### config.mk
export PLATFORM = sky130hd
export DESIGN_NAME = dmem_arbiter_flat
export DESIGN_NICKNAME = d
export VERILOG_FILES = /design/src/rtl/dmem_arbiter_pkg.sv /design/src/rtl/dmem_arbiter_if.sv /design/src/rtl/dmem_arbiter_starve_counter.sv /design/src/rtl/dmem_arbiter.sv /design/src/flat_wrapper.sv
export SDC_FILE = /design/constraint.sdc
export NUM_CORES = 1
export LEC_CHECK = 0
export CAP_MARGIN = 0
export CORE_MARGIN = 2
export CORE_UTILIZATION = 31
export CTS_BUF_LIST = sky130_fd_sc_hd__clkbuf_4 sky130_fd_sc_hd__clkbuf_8
export CTS_CLUSTER_SIZE = 30
export DETAILED_ROUTE_END_ITERATION = 8
export HOLD_SLACK_MARGIN = 0.02
export PLACE_DENSITY = 0.87
export SYNTH_ARGS = -nofsm -noshare
export SYNTH_HDL_FRONTEND = slang
export SYNTH_SLANG_ARGS = --single-unit
### constraint.sdc
create_clock -name clk -period 1.9 [get_ports clk]
set_input_delay 0.38 -clock clk [delete_from_list [all_inputs] [get_ports clk]]
set_output_delay 0.38 -clock clk [all_outputs]
set_load 0.01 [all_outputs]
### src/rtl/dmem_arbiter_pkg.sv
// Shared types and default sizing for the data-memory arbiter.
// Combinational constants only; no latency and no backpressure of its own.
package dmem_arb_pkg;

  localparam int ADDR_W_DEF   = 8;
  localparam int DATA_W_DEF   = 8;
  localparam int MAX_WAIT_DEF = 4;

  localparam logic PORT_CPU = 1'b0;
  localparam logic PORT_EXT = 1'b1;

  typedef enum logic {
    S_OPEN   = 1'b0,
    S_LOCKED = 1'b1
  } arb_state_t;

endpackage

### src/rtl/dmem_arbiter_if.sv
// Bundle of CPU port, external port and data_memory signals around the arbiter.
// master = requesters plus memory, slave = the arbiter itself.
interface dmem_arbiter_if
  import dmem_arb_pkg::*;
#(
  parameter int ADDR_W = ADDR_W_DEF,
  parameter int DATA_W = DATA_W_DEF
);

  logic              cpu_req;
  logic              cpu_we;
  logic [ADDR_W-1:0] cpu_addr;
  logic [DATA_W-1:0] cpu_wdata;
  logic              cpu_gnt;
  logic              cpu_stall;

  logic              ext_req;
  logic              ext_we;
  logic [ADDR_W-1:0] ext_addr;
  logic [DATA_W-1:0] ext_wdata;
  logic              ext_lock;
  logic              ext_gnt;
  logic [DATA_W-1:0] ext_rdata;
  logic              ext_rvalid;

  logic [ADDR_W-1:0] mem_addr;
  logic [DATA_W-1:0] mem_wdata;
  logic              mem_we;
  logic [DATA_W-1:0] mem_rdata;

  modport master (
    output cpu_req, cpu_we, cpu_addr, cpu_wdata,
    input  cpu_gnt, cpu_stall,
    output ext_req, ext_we, ext_addr, ext_wdata, ext_lock,
    input  ext_gnt, ext_rdata, ext_rvalid,
    input  mem_addr, mem_wdata, mem_we,
    output mem_rdata
  );

  modport slave (
    input  cpu_req, cpu_we, cpu_addr, cpu_wdata,
    output cpu_gnt, cpu_stall,
    input  ext_req, ext_we, ext_addr, ext_wdata, ext_lock,
    output ext_gnt, ext_rdata, ext_rvalid,
    output mem_addr, mem_wdata, mem_we,
    input  mem_rdata
  );

endinterface

### src/rtl/dmem_arbiter_starve_counter.sv
// Saturating wait counter with clear; at_max flags MAX_WAIT consecutive losses.
// Counts on the clock edge; clear has priority over increment.
module starve_counter #(
  parameter int MAX_WAIT = 4
) (
  input  logic clk,
  input  logic rst_n,
  input  logic inc,
  input  logic clr,
  output logic at_max
);

  localparam int CNT_W = $clog2(MAX_WAIT + 1);

  logic [CNT_W-1:0] cnt;

  assign at_max = (cnt == CNT_W'(MAX_WAIT));

  always_ff @(posedge clk or negedge rst_n) begin
    if (!rst_n) begin
      cnt <= '0;
    end else if (clr) begin
      cnt <= '0;
    end else if (inc && !at_max) begin
      cnt <= cnt + 1'b1;
    end
  end

endmodule

### src/rtl/dmem_arbiter.sv
// Single-port data memory arbiter: CPU fixed priority, external port starvation-bounded; DMEM_ARB_LOCK_EN adds ext bus lock.
// Grant and mux are combinational (one-cycle access); ext read data 1 cycle later; losing CPU sees cpu_stall.
module dmem_arbiter
  import dmem_arb_pkg::*;
#(
  parameter int ADDR_W   = ADDR_W_DEF,
  parameter int DATA_W   = DATA_W_DEF,
  parameter int MAX_WAIT = MAX_WAIT_DEF
) (
  input  logic           clk,
  input  logic           rst_n,
  dmem_arbiter_if.slave  bus
);

  arb_state_t        state_q;
  logic              at_max;
  logic              ext_win;
  logic              cpu_win;
  logic              sel;
  logic [ADDR_W-1:0] mux_addr;
  logic [DATA_W-1:0] mux_wdata;
  logic              mux_we;

  // A lock shuts the CPU out entirely; otherwise ext only beats a requesting CPU once starved.
  always_comb begin
    ext_win = 1'b0;
    cpu_win = 1'b0;
    if (state_q == S_LOCKED) begin
      ext_win = bus.ext_req;
    end else begin
      ext_win = bus.ext_req & (~bus.cpu_req | at_max);
      cpu_win = bus.cpu_req & ~ext_win;
    end
  end

  assign sel = ext_win ? PORT_EXT : PORT_CPU;

  always_comb begin
    mux_addr  = bus.cpu_addr;
    mux_wdata = bus.cpu_wdata;
    mux_we    = bus.cpu_we & cpu_win;
    if (sel == PORT_EXT) begin
      mux_addr  = bus.ext_addr;
      mux_wdata = bus.ext_wdata;
      mux_we    = bus.ext_we & ext_win;
    end
  end

  assign bus.mem_addr  = mux_addr;
  assign bus.mem_wdata = mux_wdata;
  assign bus.mem_we    = mux_we;
  assign bus.cpu_gnt   = cpu_win;
  assign bus.cpu_stall = bus.cpu_req & ~cpu_win;
  assign bus.ext_gnt   = ext_win;

  starve_counter #(
    .MAX_WAIT (MAX_WAIT)
  ) u_starve (
    .clk    (clk),
    .rst_n  (rst_n),
    .inc    (bus.ext_req & ~ext_win),
    .clr    (ext_win | ~bus.ext_req),
    .at_max (at_max)
  );

  always_ff @(posedge clk or negedge rst_n) begin
    if (!rst_n) begin
      bus.ext_rdata  <= '0;
      bus.ext_rvalid <= 1'b0;
    end else begin
      bus.ext_rvalid <= ext_win & ~bus.ext_we;
      if (ext_win && !bus.ext_we) begin
        bus.ext_rdata <= bus.mem_rdata;
      end
    end
  end

`ifdef DMEM_ARB_LOCK_EN
  arb_state_t state_d;

  always_ff @(posedge clk or negedge rst_n) begin
    if (!rst_n) begin
      state_q <= S_OPEN;
    end else begin
      state_q <= state_d;
    end
  end

  always_comb begin
    state_d = state_q;
    case (state_q)
      S_OPEN:   if (ext_win && bus.ext_lock) state_d = S_LOCKED;
      S_LOCKED: if (!bus.ext_lock || !bus.ext_req) state_d = S_OPEN;
      default:  state_d = S_OPEN;
    endcase
  end
`else
  // Lock port kept so the interface is identical in both builds.
  logic unused_lock;
  assign unused_lock = bus.ext_lock;
  assign state_q     = S_OPEN;
`endif

endmodule

### src/flat_wrapper.sv
// flat-port wrapper written by rule: the top's interface ports become plain ports
module dmem_arbiter_flat import dmem_arb_pkg::*;
#(
  parameter int ADDR_W   = ADDR_W_DEF,
  parameter int DATA_W   = DATA_W_DEF,
  parameter int MAX_WAIT = MAX_WAIT_DEF
)
  (clk, rst_n, bus_cpu_req, bus_cpu_we, bus_cpu_addr, bus_cpu_wdata, bus_cpu_gnt, bus_cpu_stall, bus_ext_req, bus_ext_we, bus_ext_addr, bus_ext_wdata, bus_ext_lock, bus_ext_gnt, bus_ext_rdata, bus_ext_rvalid, bus_mem_addr, bus_mem_wdata, bus_mem_we, bus_mem_rdata);
  dmem_arbiter_if #(.ADDR_W(ADDR_W), .DATA_W(DATA_W)) bus_i ();
  input  logic clk;
  input  logic rst_n;
  input wire logic [$bits(bus_i.cpu_req)-1:0] bus_cpu_req;
  input wire logic [$bits(bus_i.cpu_we)-1:0] bus_cpu_we;
  input wire logic [$bits(bus_i.cpu_addr)-1:0] bus_cpu_addr;
  input wire logic [$bits(bus_i.cpu_wdata)-1:0] bus_cpu_wdata;
  output wire logic [$bits(bus_i.cpu_gnt)-1:0] bus_cpu_gnt;
  output wire logic [$bits(bus_i.cpu_stall)-1:0] bus_cpu_stall;
  input wire logic [$bits(bus_i.ext_req)-1:0] bus_ext_req;
  input wire logic [$bits(bus_i.ext_we)-1:0] bus_ext_we;
  input wire logic [$bits(bus_i.ext_addr)-1:0] bus_ext_addr;
  input wire logic [$bits(bus_i.ext_wdata)-1:0] bus_ext_wdata;
  input wire logic [$bits(bus_i.ext_lock)-1:0] bus_ext_lock;
  output wire logic [$bits(bus_i.ext_gnt)-1:0] bus_ext_gnt;
  output wire logic [$bits(bus_i.ext_rdata)-1:0] bus_ext_rdata;
  output wire logic [$bits(bus_i.ext_rvalid)-1:0] bus_ext_rvalid;
  output wire logic [$bits(bus_i.mem_addr)-1:0] bus_mem_addr;
  output wire logic [$bits(bus_i.mem_wdata)-1:0] bus_mem_wdata;
  output wire logic [$bits(bus_i.mem_we)-1:0] bus_mem_we;
  input wire logic [$bits(bus_i.mem_rdata)-1:0] bus_mem_rdata;
  assign bus_i.cpu_req = bus_cpu_req;
  assign bus_i.cpu_we = bus_cpu_we;
  assign bus_i.cpu_addr = bus_cpu_addr;
  assign bus_i.cpu_wdata = bus_cpu_wdata;
  assign bus_cpu_gnt = bus_i.cpu_gnt;
  assign bus_cpu_stall = bus_i.cpu_stall;
  assign bus_i.ext_req = bus_ext_req;
  assign bus_i.ext_we = bus_ext_we;
  assign bus_i.ext_addr = bus_ext_addr;
  assign bus_i.ext_wdata = bus_ext_wdata;
  assign bus_i.ext_lock = bus_ext_lock;
  assign bus_ext_gnt = bus_i.ext_gnt;
  assign bus_ext_rdata = bus_i.ext_rdata;
  assign bus_ext_rvalid = bus_i.ext_rvalid;
  assign bus_mem_addr = bus_i.mem_addr;
  assign bus_mem_wdata = bus_i.mem_wdata;
  assign bus_mem_we = bus_i.mem_we;
  assign bus_i.mem_rdata = bus_mem_rdata;
  dmem_arbiter #(.ADDR_W(ADDR_W), .DATA_W(DATA_W), .MAX_WAIT(MAX_WAIT)) u_core (.clk(clk), .rst_n(rst_n), .bus(bus_i));
endmodule
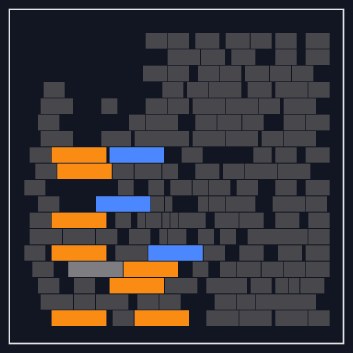
(images/flops_by_reg.png)
Scale: 6 px per um.
Key: blue = u_core.u_starve.cnt [sequential cells 3]; orange = u_core.bus.ext_rdata [sequential cells 8]
Another 1 sequential cells are not colored.

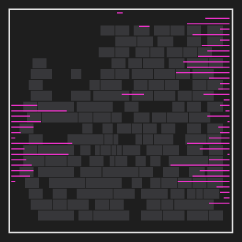
(images/layer_met3.png)
Scale: 4 px per um. Cells faint in the background.
52 nets have wire on it. The layer holds 10% of the routed length. The wires run mostly horizontal. The layer carries 294 um of wire.

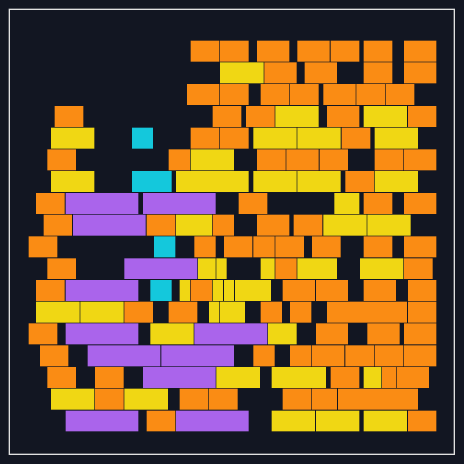
(images/placement_by_type.png)
Scale: 8 px per um.
Key: yellow = combinational and other logic [cells 40]; orange = other buffers and delay cells [cells 90]; purple = flops [cells 12]; cyan = clock drivers and dummy loads [cells 4]

==> run summary <==
flow finished, numbers: Antenna diodes=0, setup violators final=20, status=complete, but fails checks, sequential area share after synthesis=36.6%, final worst slack=-0.271 ns, layout cells sized above 1=48.6%, TritonCTS clock tree=built, Worst-Skew Late Latency=0.27 ns, Fmax=461 MHz, CP arrival=1.79 ns, power in combinational cells=0.000452 W, Layout non-clock buf frac=51.4%, CP max stage cell=dfrtp_1, total power=0.000962 W, Non-clk bufs=90, failing checks=setup timing, CP Launch Type=flip-flop, Synth Area in Compound Gates=3.51%, Non-CTS inverters=2, syn avg cell area=14.9 um2, Hold-fix buffers, CTS=0
==> routing by layer <==
metal,GRT usage (%),routed length [um],up-vias
met5,0,0,-
met4,5.23,20,0
met3,6.32,293,2
met2,36.9,1550,54
met1,17.9,941,377
li1,-,-,375
==> registers in the layout, summed over array words and instances, names as in the netlist <==
register / flops
u_core.u_starve.cnt: 3
u_core.bus.ext_rdata: 8
u_core.bus.ext_rvalid: 1
==> how the worst max path moves through the flow <==
stage	start	endpoint	slack (ns)	depth (start not counted)
after floorplan	u_core.u_starve.cnt[0]	bus_mem_addr[0]	0.17	6
after global placement	bus_cpu_req	bus_mem_wdata[3]	-0.56	6
after detailed placement	bus_cpu_req	bus_mem_addr[7]	-0.59	6
after CTS	u_core.u_starve.cnt[0]	bus_mem_addr[0]	-0.27	8
after global routing	u_core.u_starve.cnt[0]	bus_mem_addr[0]	-0.34	8
final	u_core.u_starve.cnt[1]	bus_mem_addr[0]	-0.27	8
==> per-stage QoR <==
step           hold WS (ns)  cell area [um2]
2_1_floorplan        0.0844              821
4_1_cts               0.459             1830
6_report              0.443             1810
3_3_place_gp          0.496             1650
3_5_place_dp          0.491             1650
5_1_grt               0.492             1810
==> cell usage after synthesis <==
cell | instances | area (um2)
a21boi_4 | 1 | 18.8
a32o_1 | 1 | 10.0
and2_1 | 1 | 6.26
and3_1 | 1 | 6.26
buf_6 | 3 | 33.8
dfrtp_1 | 12 | 300
ha_1 | 2 | 25.0
inv_1 | 2 | 7.51
mux2_4 | 24 | 360
nand2_1 | 1 | 3.75
nand3_1 | 1 | 5.00
nor2_1 | 2 | 7.51
nor2b_1 | 1 | 6.26
nor2b_2 | 1 | 8.76
nor3b_2 | 1 | 12.5
xnor2_1 | 1 | 8.76
Power is estimated from default activity; no workload was simulated.
